==> images/congestion.png <==
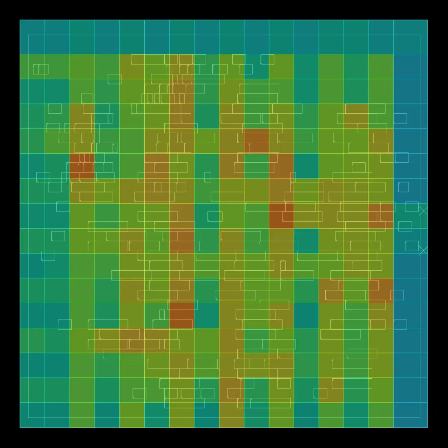
==> images/wires.png <==
Scale bar: 20 um.
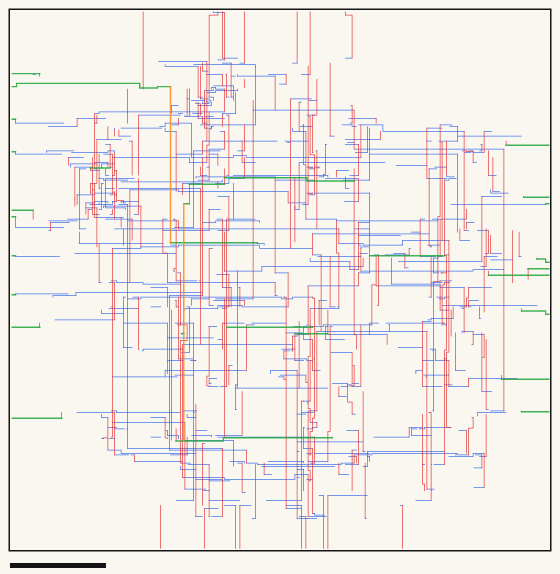
==> config.mk <==
export PLATFORM = sky130hd
export DESIGN_NAME = width_narrow_unpack_flat
export DESIGN_NICKNAME = d
export VERILOG_FILES = /design/src/rtl/width_pkg.sv /design/src/rtl/width_narrow_unpack_if.sv /design/src/rtl/width_word_fifo.sv /design/src/rtl/width_narrow_unpack.sv /design/src/flat_wrapper.sv
export SDC_FILE = /design/constraint.sdc
export NUM_CORES = 1
export LEC_CHECK = 0
export CAP_MARGIN = 10
export CORE_MARGIN = 2
export CORE_UTILIZATION = 25
export CTS_CLUSTER_SIZE = 30
export DETAILED_ROUTE_END_ITERATION = 8
export GPL_TIMING_DRIVEN = 0
export PLACE_DENSITY_LB_ADDON = 0.1
export SLEW_MARGIN = 40
export SYNTH_ARGS = -nofsm -noshare
export SYNTH_HDL_FRONTEND = slang
export SYNTH_HIERARCHICAL = 1
export SYNTH_SLANG_ARGS = --single-unit
==> constraint.sdc <==
create_clock -name clk -period 4.66 [get_ports clk]
set_input_delay 0.466 -clock clk [delete_from_list [all_inputs] [get_ports clk]]
set_output_delay 0.466 -clock clk [all_outputs]
set_load 0.005 [all_outputs]
==> design notes <==
The flow ran to the end, but the final reports show violations. The checks that failed: design-rule violations. With the arithmetic-cell share of the synthesized area counting full adders, half adders and majority gates at 3.63%, the post-synthesis average cell area is 19.9 um2.

The proportion of netlist area held by the largest area contributor is 64.8%. With the area growth from synthesis to layout at 27.1%, the arrival time of the worst setup path is 2.75 ns. The tools report the sequential cell area fraction in the yosys report as 70.7%. The count of library flops with an enable pin works out to 64.

The number of buffers between clock root and the deepest sink came out at 2. On the critical path the largest part of the delay comes from buffers and inverters. The run gives 32.7% for the end-of-flow core utilization. The count of clock tree sinks was 71. The required time at the worst-slack endpoint was 4.19 ns; the filler cell count in the final layout was 1110. The logs give 11500 um2 for the area of the placeable core and 0.00110 W for the combinational logic power.

For the HPWL reported at the end of detailed placement, the log shows 3.64 mm. Initial antenna violation count: 0. Setup repair after global routing left no endpoint under its margin. The detail-routed via count per cell came out at 4.28. The minimum period implied by the final worst setup slack was 3.21 ns.

Walking the worst path, the cells encountered are buf_2, buf_2, inv_1, ha_1, nand2_1, nor2_1, nor2b_4, clkdlybuf4s50_1. Counting both buffers and inverters, the worst setup path holds a total of 4. In this run the power spent charging and discharging nets is 0.000778 W.

With the number of H-tree levels at 3, the post-layout period usage of the worst path is 68.9%. The most instantiated library cell after synthesis is edfxtp_1. In this run switching power makes up 29.0% of total power. The max-cap check violation count was 0. TritonCTS built the clock tree. The group that draws the most power in this run is combinational logic. After the last flow step, the layout net total stands at 222.

The layout report gives the register share of total cell area as 55.6%. The DRC violation total left in the routed layout is recorded as 2. For reference, the mux area share after synthesis is 16.9%.

The main flop type is edfxtp_1.
About congestion.png:
met1 usage in global routing: 12.0%
overall fraction of global-route tracks in use: 9.87%

About wires.png:
- orange: metal 4 (wire length 82.3 um)
- blue: metal 1 (wire length 2460 um)
- green: metal 3 (wire length 255 um)
- red: metal 2 (wire length 2930 um)
final routed wirelength across all metal layers: 5.72 mm
routed len/inst: 16.8 um
total via count after detailed routing: 1459

Power is estimated from default activity; no workload was simulated.
